## src/rtl/traffic_pkg.sv

```systemverilog
// Shared light encoding and scheduler state codes for the intersection blocks.
// S_WALK exists only when PED_CALL_EN is defined.
package traffic_pkg;

    typedef enum logic [1:0] {
        GREEN  = 2'b00,
        YELLOW = 2'b01,
        RED    = 2'b10,
        FLASH  = 2'b11
    } light_t;

    typedef enum logic [2:0] {
        S_GREEN   = 3'd0,
        S_YELLOW  = 3'd1,
        S_ALL_RED = 3'd2,
        S_FLASH   = 3'd3
`ifdef PED_CALL_EN
        ,
        S_WALK    = 3'd4
`endif
    } sched_state_t;

endpackage

```

## src/rtl/phase_rr_picker.sv

```systemverilog
// Combinational round-robin search: active_phase+1, +2, ... wrapping,
// with active_phase itself considered last.
module phase_rr_picker #(
    parameter int NUM_PHASES = 4
) (
    input  logic [NUM_PHASES-1:0]         req,
    input  logic [$clog2(NUM_PHASES)-1:0] active_phase,
    output logic [$clog2(NUM_PHASES)-1:0] grant_idx,
    output logic                          any_req
);
    localparam int IDX_W = $clog2(NUM_PHASES);

    int               idx;
    logic [IDX_W-1:0] sel;

    // Walk from the farthest candidate to the nearest so the nearest hit wins.
    always_comb begin
        grant_idx = active_phase;
        idx       = 0;
        sel       = '0;
        for (int k = NUM_PHASES; k >= 1; k--) begin
            idx = (int'(active_phase) + k) % NUM_PHASES;
            sel = IDX_W'(idx);
            if (req[sel]) grant_idx = sel;
        end
    end

    assign any_req = |req;

endmodule

```

## src/rtl/intersection_phase_scheduler.sv

```systemverilog
// Intersection phase scheduler: round-robin green grants with min/max green,
// yellow and all-red clearance, night flash. PED_CALL_EN adds a pedestrian walk interval.
module intersection_phase_scheduler
    import traffic_pkg::*;
#(
    parameter int NUM_PHASES   = 4,
    parameter int MIN_GREEN    = 5,
    parameter int MAX_GREEN    = 12,
    parameter int YELLOW_TIME  = 2,
    parameter int ALL_RED_TIME = 1,
    parameter int CNT_W        = 8
`ifdef PED_CALL_EN
    ,
    parameter int WALK_TIME    = 6
`endif
) (
    input  logic                          clk,
    input  logic                          reset,
    input  logic                          enable,
    input  logic                          flash,
    input  logic [NUM_PHASES-1:0]         req,
`ifdef PED_CALL_EN
    input  logic                          ped_req,
    output logic                          walk,
`endif
    output logic [2*NUM_PHASES-1:0]       phase_color,
    output logic [$clog2(NUM_PHASES)-1:0] active_phase,
    output logic                          phase_done
);
    localparam int IDX_W = $clog2(NUM_PHASES);
    localparam logic [CNT_W-1:0] MIN_G = CNT_W'(MIN_GREEN);
    localparam logic [CNT_W-1:0] MAX_G = CNT_W'(MAX_GREEN);
    localparam logic [CNT_W-1:0] YEL_T = CNT_W'(YELLOW_TIME);
    localparam logic [CNT_W-1:0] AR_T  = CNT_W'(ALL_RED_TIME);
    localparam logic [CNT_W-1:0] ONE   = CNT_W'(1);
`ifdef PED_CALL_EN
    localparam logic [CNT_W-1:0] WALK_T = CNT_W'(WALK_TIME);
`endif

    sched_state_t          state, state_nxt;
    // Counts up (elapsed green, saturating) in S_GREEN, down to 1 in timed states.
    logic [CNT_W-1:0]      cnt, cnt_nxt;
    logic [IDX_W-1:0]      active_nxt, grant_idx;
    logic [NUM_PHASES-1:0] others;
    logic                  any_req, other_req, green_exit, expired, done_nxt;
`ifdef PED_CALL_EN
    logic                  ped_pending, walk_start;
`endif

    phase_rr_picker #(.NUM_PHASES(NUM_PHASES)) u_picker (
        .req          (req),
        .active_phase (active_phase),
        .grant_idx    (grant_idx),
        .any_req      (any_req)
    );

    always_comb begin
        others               = req;
        others[active_phase] = 1'b0;
    end

    assign other_req  = |others;
    assign expired    = (cnt <= ONE);
    // Flash never truncates a green below its minimum.
    assign green_exit = (other_req && ((cnt >= MIN_G && !req[active_phase]) || cnt >= MAX_G))
                      || (flash && cnt >= MIN_G);

    always_ff @(posedge clk or posedge reset) begin
        if (reset) begin
            state        <= S_ALL_RED;
            cnt          <= AR_T;
            active_phase <= '0;
            phase_done   <= 1'b0;
        end else begin
            state        <= state_nxt;
            cnt          <= cnt_nxt;
            active_phase <= active_nxt;
            phase_done   <= done_nxt;
        end
    end

    always_comb begin
        state_nxt  = state;
        cnt_nxt    = cnt;
        active_nxt = active_phase;
        done_nxt   = 1'b0;
`ifdef PED_CALL_EN
        walk_start = 1'b0;
`endif
        case (state)
            S_GREEN: if (enable) begin
                if (green_exit) begin
                    state_nxt = S_YELLOW;
                    cnt_nxt   = YEL_T;
                    done_nxt  = 1'b1;
                end else if (cnt < MAX_G) begin
                    cnt_nxt = cnt + ONE;
                end
            end
            S_YELLOW: if (enable) begin
                if (expired) begin
                    state_nxt = S_ALL_RED;
                    cnt_nxt   = AR_T;
                end else begin
                    cnt_nxt = cnt - ONE;
                end
            end
            // At expiry the decision is re-made every enabled cycle until something is pending.
            S_ALL_RED: if (enable) begin
                if (!expired) begin
                    cnt_nxt = cnt - ONE;
                end else if (flash) begin
                    state_nxt = S_FLASH;
`ifdef PED_CALL_EN
                end else if (ped_pending) begin
                    state_nxt  = S_WALK;
                    cnt_nxt    = WALK_T;
                    walk_start = 1'b1;
`endif
                end else if (any_req) begin
                    state_nxt  = S_GREEN;
                    cnt_nxt    = ONE;
                    active_nxt = grant_idx;
                end
            end
            S_FLASH: if (enable && !flash) begin
                state_nxt = S_ALL_RED;
                cnt_nxt   = AR_T;
            end
`ifdef PED_CALL_EN
            S_WALK: if (enable) begin
                if (expired) begin
                    state_nxt = S_ALL_RED;
                    cnt_nxt   = AR_T;
                end else begin
                    cnt_nxt = cnt - ONE;
                end
            end
`endif
            default: begin
                state_nxt = S_ALL_RED;
                cnt_nxt   = AR_T;
            end
        endcase
    end

    always_comb begin
        phase_color = {NUM_PHASES{RED}};
        for (int i = 0; i < NUM_PHASES; i++) begin
            if (state == S_FLASH) begin
                phase_color[2*i +: 2] = FLASH;
            end else if (IDX_W'(i) == active_phase) begin
                if (state == S_GREEN)       phase_color[2*i +: 2] = GREEN;
                else if (state == S_YELLOW) phase_color[2*i +: 2] = YELLOW;
            end
        end
    end

`ifdef PED_CALL_EN
    assign walk = (state == S_WALK);

    // Calls arriving while enable is low are still remembered.
    always_ff @(posedge clk or posedge reset) begin
        if (reset)           ped_pending <= 1'b0;
        else if (walk_start) ped_pending <= 1'b0;
        else if (ped_req)    ped_pending <= 1'b1;
    end
`endif

endmodule

```

## config.mk

```make
export PLATFORM = sky130hd
export DESIGN_NAME = intersection_phase_scheduler
export DESIGN_NICKNAME = d
export VERILOG_FILES = /design/src/rtl/traffic_pkg.sv /design/src/rtl/phase_rr_picker.sv /design/src/rtl/intersection_phase_scheduler.sv
export SDC_FILE = /design/constraint.sdc
export NUM_CORES = 1
export LEC_CHECK = 0
export ABC_AREA = 1
export ABC_CLOCK_PERIOD_IN_PS = 2200
export CORE_MARGIN = 3
export CORE_UTILIZATION = 48
export CTS_CLUSTER_DIAMETER = 120
export DETAILED_ROUTE_END_ITERATION = 6
export PLACE_DENSITY_LB_ADDON = 0.05
export SETUP_SLACK_MARGIN = 0.15
export SYNTH_ARGS = -nofsm -noshare
export SYNTH_HDL_FRONTEND = slang
export SYNTH_HIERARCHICAL = 1
export SYNTH_SLANG_ARGS = --single-unit
```

## constraint.sdc

```tcl
create_clock -name clk -period 2.2 [get_ports clk]
set_clock_uncertainty 0.1 [all_clocks]
set_input_delay 0.44 -clock clk [delete_from_list [all_inputs] [get_ports clk]]
set_output_delay 0.44 -clock clk [all_outputs]
set_load 0.005 [all_outputs]
```

util_map.png
(4 px per um) 6 x 6 tiles, from black (low) to pale yellow (high), 0 to 100% covered.
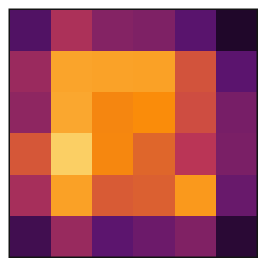
- fullest tile: 90%
- emptiest ninth of the die: north-east
- tiles over 75% full: 22%
- mean over tiles: 49%

class_map.png
(6 px per um) Fill, decap, tap and diode cells in gray.
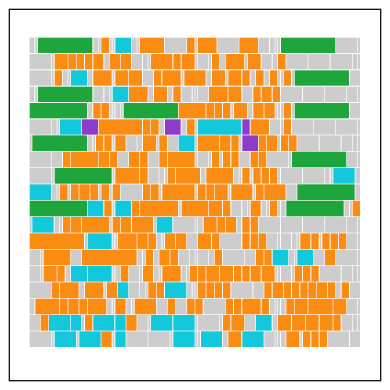
- green: sequential cells (cells 13)
- purple: clock drivers and dummy loads (cells 4)
- cyan: remaining buffers and delay cells (cells 32)
- orange: remaining logic cells (cells 219)

closeup.png
Region (18, 18) to (43, 43) um. Cells in gray, sequential cells in the stronger gray; small squares are vias.
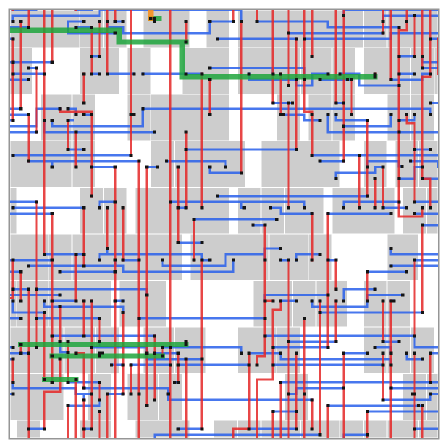
- red: M2
- orange: M4
- blue: M1
- green: M3
- most frequent: nand2_1 (22), inv_1 (12)
- cells with their middle in the window: 72
- sequential cells in the window: 0

clock_wires.png
(10 px per um)
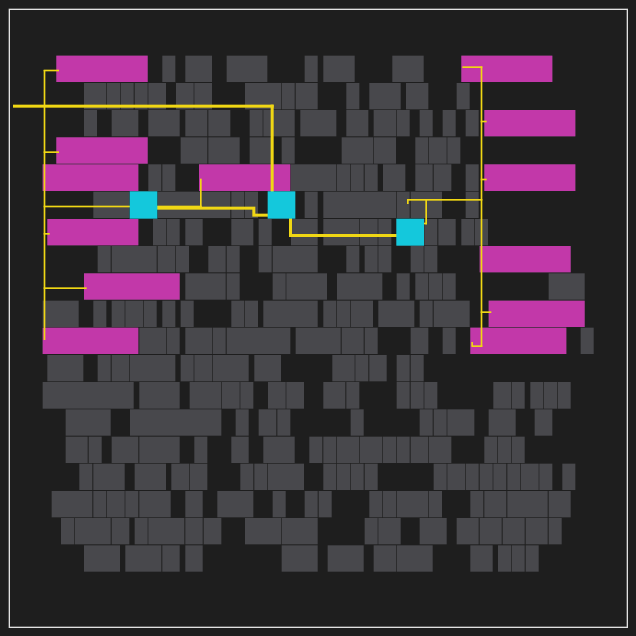
- cyan: clock-net drivers (count 3)
- yellow: clock wires (length 164 um)
- magenta: flip-flops (count 13)
- routed clock nets: 4

==> run notes <==
The synthesis and PnR run went through. The flow ran to the end, and the final reports show no timing, DRC or antenna violations. The share of total power dissipated in sequential elements is 16.8%. The critical path's slowest stage uses the library cell sky130_fd_sc_hd__dfstp_2. The design draws 3.05 mW. After detailed placement, the design holds a cell count of 287. In this run the VDD rail shows a maximum IR drop of 958 uV.

Of the total synthesized cell area, the portion taken by AND-OR and OR-AND cells is 12.0%. Tally of clock buffers in the finished layout landed at 4. Half-perimeter wire length of the detailed placement result landed at 2720 um. For reference, the top cells by count after synthesis are sky130_fd_sc_hd__nand2_1 (85), sky130_fd_sc_hd__inv_1 (29), sky130_fd_sc_hd__o21ai_0 (18). Following the worst setup path forward leads to its endpoint at cnt[6]. In this run the count of I/O pins placed on the die edge is 19. Amount of wire on met2 after detailed routing landed at 1620 um. Largest net degree at the start of global routing landed at 14.

Setup TNS landed at 0 ns. The synthesis report lists the Yosys warning total as 6. Compared with the post-synthesis result, the final layout area differs by 28.5%.

Number of tap cells inserted landed at 31. The critical path in the final layout is reported with a setup slack of 0.193 ns. Post-synthesis cell type count landed at 31.

Leaving out fill and tap cells, the most frequent cell in the layout is sky130_fd_sc_hd__nand2_1. 183 cells are multi-input combinational gates. Post-route non-filler standard cell count landed at between 200 and 300. Post-synthesis adder-cell area fraction landed at roughly 7.6%. The final report lists the setup-violating endpoint count as 0. Width of the die landed at 61.7 um. met1 track demand over resource after global routing is 30.0%.

Per the post-CTS timing run, clock transition at the registers of the reported paths is 0.07 ns. Number of flip-flops in the largest register landed at 8. Post-synth tally of flip-flops with integrated enable landed at 0. Post-layout utilization of the core landed at about two thirds. Per the OpenROAD timing report, the critical path contains 11 cells. The first global-routing pass estimated 5700 um of wire.

Looking at the clock tree report, the root buffer type is sky130_fd_sc_hd__clkbuf_4. Before placement the cells fill 52.1% of the core. By area, the class that comes first in the final layout consists of combinational gates. Per the post-route antenna check, the number of violating nets is 0. According to the floorplan report, the die height is 61.7 um. Count of antenna diodes in the layout landed at 0.

Depth of the most critical reg-to-reg path landed at 11. Number of buffers created by CTS landed at 3. Across all hold checks on the routed design, the worst slack comes to roughly 0.40 ns.

Power per cell area landed at 1600 nW/um2. Share of the yosys chip area belonging to registers landed at 22.1%. Of the total synthesized cell area, the portion taken by AND, OR, NAND and NOR gates is between 40% and 50%.
Power is estimated from default activity; no workload was simulated.
